### src/rtl/alu_pkg.sv
// alu_pkg: opcodes, FSM states and muldiv modes shared by the sequential ALU.
package alu_pkg;
    localparam logic [3:0] ALU_AND  = 4'b0000;
    localparam logic [3:0] ALU_OR   = 4'b0001;
    localparam logic [3:0] ALU_ADD  = 4'b0010;
    localparam logic [3:0] ALU_SLL  = 4'b0011;
    localparam logic [3:0] ALU_SLTU = 4'b0100;
    localparam logic [3:0] ALU_SLT  = 4'b0101;
    localparam logic [3:0] ALU_SUB  = 4'b0110;
    localparam logic [3:0] ALU_XOR  = 4'b0111;
    localparam logic [3:0] ALU_SRL  = 4'b1000;
    localparam logic [3:0] ALU_ZERO = 4'b1001;
    localparam logic [3:0] ALU_SRA  = 4'b1010;
    localparam logic [3:0] ALU_REMU = 4'b1011;
    localparam logic [3:0] ALU_ILL  = 4'b1100;
    localparam logic [3:0] ALU_DIVU = 4'b1101;
    localparam logic [3:0] ALU_MUL  = 4'b1110;
    localparam logic [3:0] ALU_EQ   = 4'b1111;

    localparam logic [1:0] MD_MUL = 2'd0;
    localparam logic [1:0] MD_DIV = 2'd1;
    localparam logic [1:0] MD_REM = 2'd2;

    typedef enum logic [1:0] {ST_IDLE, ST_ITER, ST_FIN} state_e;

    function automatic logic is_iterative(input logic [3:0] op);
        return op == ALU_MUL || op == ALU_DIVU || op == ALU_REMU;
    endfunction

    function automatic logic [1:0] md_mode(input logic [3:0] op);
        return op == ALU_MUL ? MD_MUL : op == ALU_DIVU ? MD_DIV : MD_REM;
    endfunction
endpackage

### src/rtl/seq_muldiv.sv
// seq_muldiv: one-bit-per-cycle shift-add multiplier and restoring divider.
// done is high during the cycle the last of Width steps is performed.
module seq_muldiv
    import alu_pkg::*;
#(
    parameter int Width = 32
) (
    input  logic             clk,
    input  logic             reset,
    input  logic             start,
    input  logic [1:0]       mode,
    input  logic [Width-1:0] a,
    input  logic [Width-1:0] b,
    output logic             done,
    output logic [Width-1:0] result
);
    localparam int CW = $clog2(Width);
    localparam logic [CW-1:0] LAST = CW'(Width - 1);

    logic             busy_q, busy_d;
    logic [CW-1:0]    cnt_q, cnt_d;
    logic [1:0]       mode_q, mode_d;
    logic [Width-1:0] acc_q, acc_d, quo_q, quo_d, div_q, div_d;
    logic [Width:0]   r_sh;
    logic             ge;

    // quo_q holds the multiplier (MSB first) or the dividend shifting into the quotient;
    // a zero divisor falls out naturally as all-ones quotient and remainder = dividend
    always_comb begin
        r_sh   = {acc_q, quo_q[Width-1]};
        ge     = r_sh >= {1'b0, div_q};
        busy_d = busy_q;
        cnt_d  = cnt_q;
        mode_d = mode_q;
        acc_d  = acc_q;
        quo_d  = quo_q;
        div_d  = div_q;
        if (start) begin
            busy_d = 1'b1;
            cnt_d  = '0;
            mode_d = mode;
            acc_d  = '0;
            quo_d  = a;
            div_d  = b;
        end else if (busy_q) begin
            busy_d = cnt_q != LAST;
            cnt_d  = cnt_q + CW'(1);
            quo_d  = {quo_q[Width-2:0], mode_q != MD_MUL && ge};
            acc_d  = mode_q == MD_MUL ? (acc_q << 1) + (quo_q[Width-1] ? div_q : '0)
                   : ge ? r_sh[Width-1:0] - div_q : r_sh[Width-1:0];
        end
    end

    assign done   = busy_q && cnt_q == LAST;
    assign result = mode_q == MD_DIV ? quo_q : acc_q;

    always_ff @(posedge clk) begin
        if (reset) begin
            busy_q <= 1'b0;
            cnt_q  <= '0;
            mode_q <= MD_MUL;
            acc_q  <= '0;
            quo_q  <= '0;
            div_q  <= '0;
        end else begin
            busy_q <= busy_d;
            cnt_q  <= cnt_d;
            mode_q <= mode_d;
            acc_q  <= acc_d;
            quo_q  <= quo_d;
            div_q  <= div_d;
        end
    end
endmodule

### src/rtl/seq_alu.sv
// seq_alu: multi-cycle ALU with start/done handshake; single-cycle ops inline,
// multiply/divide/remainder delegated to seq_muldiv.
module seq_alu
    import alu_pkg::*;
#(
    parameter int Width = 32,
    parameter int ShW   = $clog2(Width)
) (
    input  logic             clk,
    input  logic             reset,
    input  logic             start,
    input  logic [3:0]       Control,
    input  logic [Width-1:0] A1,
    input  logic [Width-1:0] A2,
    output logic             ready,
    output logic             done,
    output logic [Width-1:0] ALUOut,
    output logic             zero,
    output logic             illegal
);
    state_e           state_q, state_d;
    logic [3:0]       op_q, op_d;
    logic [Width-1:0] a1_q, a1_d, a2_q, a2_d, alu_out_q, alu_out_d;
    logic             zero_q, zero_d, illegal_q, illegal_d, done_q, done_d;
    logic             accept, md_done;
    logic [Width-1:0] md_result, simple, result;
    logic [ShW-1:0]   sh;

    assign ready  = state_q == ST_IDLE;
    assign accept = start && ready;

    seq_muldiv #(.Width(Width)) u_muldiv (
        .clk    (clk),
        .reset  (reset),
        .start  (accept && is_iterative(Control)),
        .mode   (md_mode(Control)),
        .a      (A1),
        .b      (A2),
        .done   (md_done),
        .result (md_result)
    );

    always_comb begin
        sh = a2_q[ShW-1:0];
        case (op_q)
            ALU_AND:  simple = a1_q & a2_q;
            ALU_OR:   simple = a1_q | a2_q;
            ALU_ADD:  simple = a1_q + a2_q;
            ALU_SUB:  simple = a1_q - a2_q;
            ALU_SLL:  simple = a1_q << sh;
            ALU_SRL:  simple = a1_q >> sh;
            ALU_SRA:  simple = $signed(a1_q) >>> sh;
            ALU_SLTU: simple = Width'(a1_q < a2_q);
            ALU_SLT:  simple = Width'($signed(a1_q) < $signed(a2_q));
            ALU_XOR:  simple = a1_q ^ a2_q;
            ALU_EQ:   simple = Width'(a1_q == a2_q);
            default:  simple = '0;
        endcase
        result = is_iterative(op_q) ? md_result : simple;
    end

    always_comb begin
        state_d   = state_q;
        op_d      = op_q;
        a1_d      = a1_q;
        a2_d      = a2_q;
        alu_out_d = alu_out_q;
        zero_d    = zero_q;
        illegal_d = illegal_q;
        done_d    = 1'b0;
        case (state_q)
            ST_IDLE: if (accept) begin
                op_d    = Control;
                a1_d    = A1;
                a2_d    = A2;
                state_d = is_iterative(Control) ? ST_ITER : ST_FIN;
            end
            ST_ITER: if (md_done) state_d = ST_FIN;
            ST_FIN: begin
                state_d   = ST_IDLE;
                done_d    = 1'b1;
                alu_out_d = result;
                zero_d    = result == '0;
                illegal_d = op_q == ALU_ILL;
            end
            default: state_d = ST_IDLE;
        endcase
    end

    always_ff @(posedge clk) begin
        if (reset) begin
            state_q   <= ST_IDLE;
            op_q      <= ALU_AND;
            a1_q      <= '0;
            a2_q      <= '0;
            alu_out_q <= '0;
            zero_q    <= 1'b1;
            illegal_q <= 1'b0;
            done_q    <= 1'b0;
        end else begin
            state_q   <= state_d;
            op_q      <= op_d;
            a1_q      <= a1_d;
            a2_q      <= a2_d;
            alu_out_q <= alu_out_d;
            zero_q    <= zero_d;
            illegal_q <= illegal_d;
            done_q    <= done_d;
        end
    end

    assign done    = done_q;
    assign ALUOut  = alu_out_q;
    assign zero    = zero_q;
    assign illegal = illegal_q;
endmodule

### config.mk
export PLATFORM = sky130hd
export DESIGN_NAME = seq_alu
export DESIGN_NICKNAME = d
export VERILOG_FILES = /design/src/rtl/alu_pkg.sv /design/src/rtl/seq_muldiv.sv /design/src/rtl/seq_alu.sv
export SDC_FILE = /design/constraint.sdc
export NUM_CORES = 1
export LEC_CHECK = 0
export ABC_AREA = 1
export ABC_CLOCK_PERIOD_IN_PS = 4500
export CORE_MARGIN = 2
export CORE_UTILIZATION = 51
export CTS_CLUSTER_DIAMETER = 150
export DETAILED_ROUTE_END_ITERATION = 12
export PLACE_DENSITY = 0.77
export SLEW_MARGIN = 15
export SYNTH_ARGS = -nofsm -noshare
export SYNTH_HDL_FRONTEND = slang
export SYNTH_SLANG_ARGS = --single-unit
### constraint.sdc
create_clock -name clk -period 4.5 [get_ports clk]
set_clock_uncertainty 0.05 [all_clocks]
set_input_delay 0.45 -clock clk [delete_from_list [all_inputs] [get_ports clk]]
set_output_delay 0.45 -clock clk [all_outputs]
set_load 0.05 [all_outputs]
==> reports/metrics.yaml <==
grt_pass1_wl_um: 160000
ys_chip_area_um2: 22500
diodes: 3
synthTopLogicFamily: "simple AND/OR/NAND/NOR gates"
synthArstFlopShare: 0
die_h_um: 214
setup_violations: 0
hold_violations: 0
drt_pre_antenna_iters: 8
grt_pass1_vias: 25800
comb_area_share: 0.633
compound_area_frac: 0.180
nClkBuffers: 27
numCtsBuffers: 25
cp.required_ns: 4.97
whs_path_depth: 3
nonClockBufferCount: 160
clock_sinks: 209
num_io_pins: 107
synthCells: 3935
status: "completed"
ys_warn_count: 0
crit_top_cell: "nand2_1"
log.warning_count: 94
dp_hpwl_um: 86500
ys_sh_adder: 0.0949
seq_share: 0.170
drc: 0
clkPwrFrac: 0.261
cp_num_cells: 18
cp_data_arrival_time_ns: 4.30
criticalPathCategory: "reg2reg"
chipArea_um2: 45800
edf_count: 0
fmax_mhz: 261
cts_tree: "built"
power.share.sequential: 0.261
placed_area_um2: 23800
cts_setup_buffers: 0
routed_wl_um: 109000
rows: 76
crit_path_start: "a2_q[0]"
r2r_cells: 18
clk_latency_ns: 0.57
irDropWorstVdd_uv: 480
largestClassByArea: "multi-input combinational cells"
m1WireLength_um: 40000
synth_nets: 4174
flop_cell: "dfxtp_1"
rr_startpoint: "a2_q[0]"
grt_antenna_before_repair: 7
xor_share: 0.0160
finalNonFillerCells: 4536
synth-simple-area-share: 0.399
globalRouteOverflowTotal: 0
reg2reg_to: "zero"
final_cell_mix: "1085 x nand2_1, 559 x nand3_1, 466 x inv_1, 319 x a21oi_1, 298 x nor2_1"
drv_cap: 0
finalInstanceArea_um2: 24700
synthTopCellsByArea: "dfxtp_1 19%, nand2_1 18%, nand3_1 12%, ha_1 9.1%, inv_1 7.8%"
antenna_left: 0
fin_crit_ns: 3.83
root_buffer: "clkbuf_16"
core_area_um2: 43300
critPathTopFamily: "simple AND/OR/NAND/NOR gates"
top_power_group: "combinational logic"
mux_share: 0.00351
track_usage: 0.459
comb_cell_power_w: 0.00386
dr_wl_met3_um: 12400
nFillCells: 4536
ctsResizeCount: 0
endpoint_kind: "flip-flop"
place_ws_ns: 0.926
final_common_cell: "nand2_1"
n_all_inverters: 484
rsz0062_at_grt: "false"
syn_area_um2: 22500
highest_layer: "met5"
ys.flops: 209
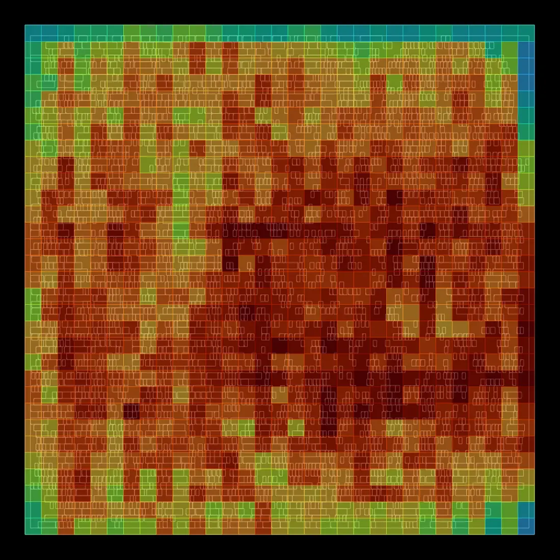
*Routing congestion map*
GRT busiest layer: met2
M2 GR Usage: 0.721
M3 GR Usage: 0.107
Util after Layout: 0.570
met1 Track Usage GR: 0.544

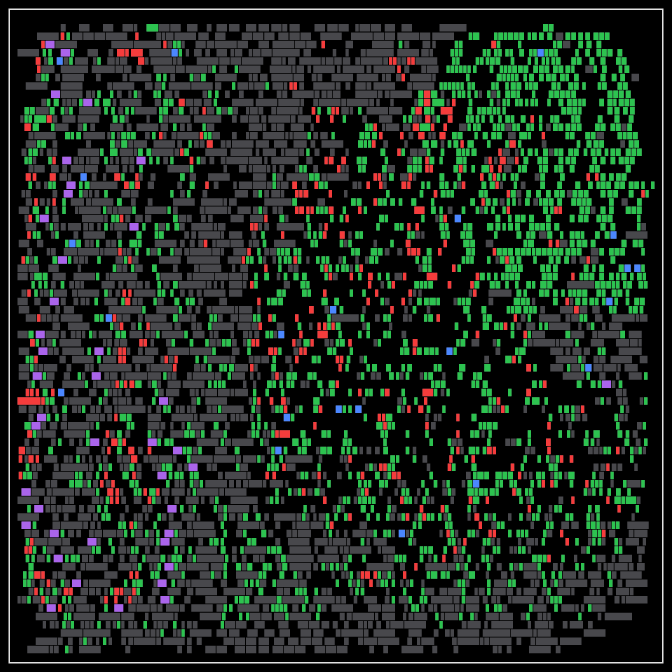
*Gate-type map*
- and/or cells: blue (cells 22; most used and2_1)
- nor cells: red (cells 367; most used nor2_1; where widely spread)
- xor and xnor cells: purple (cells 41; most used xor2_1; where a column on the left)
- nand cells: green (cells 1710; most used nand2_1; where widely spread)

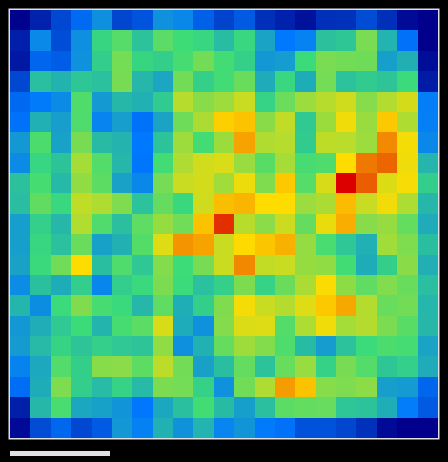
*Signal metal coverage by tile*
Scale bar: 50 um. The die is cut into 21 by 21 equal tiles; dark blue is low, red is high, scaled to the fullest tile. Values are wire area over tile area, all layers added.
- mean over tiles: 0.43
- nearly empty tiles: 1.1%
- densest ninth of the die: centre
- tiles over half the peak: 48%

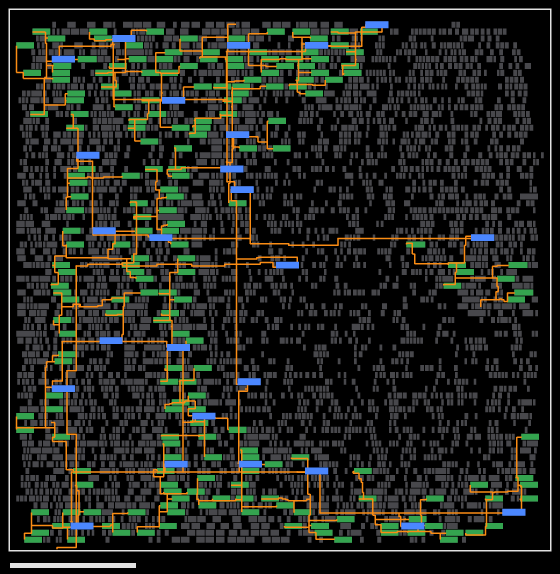
*Routed clock nets over the placement*
Scale bar: 50 um.
- flip-flops: green (count 209)
- clock wires: orange (length 3220 um)
- clock-net drivers: blue (count 25)
- routed clock nets: 26
- flops lie: widely spread

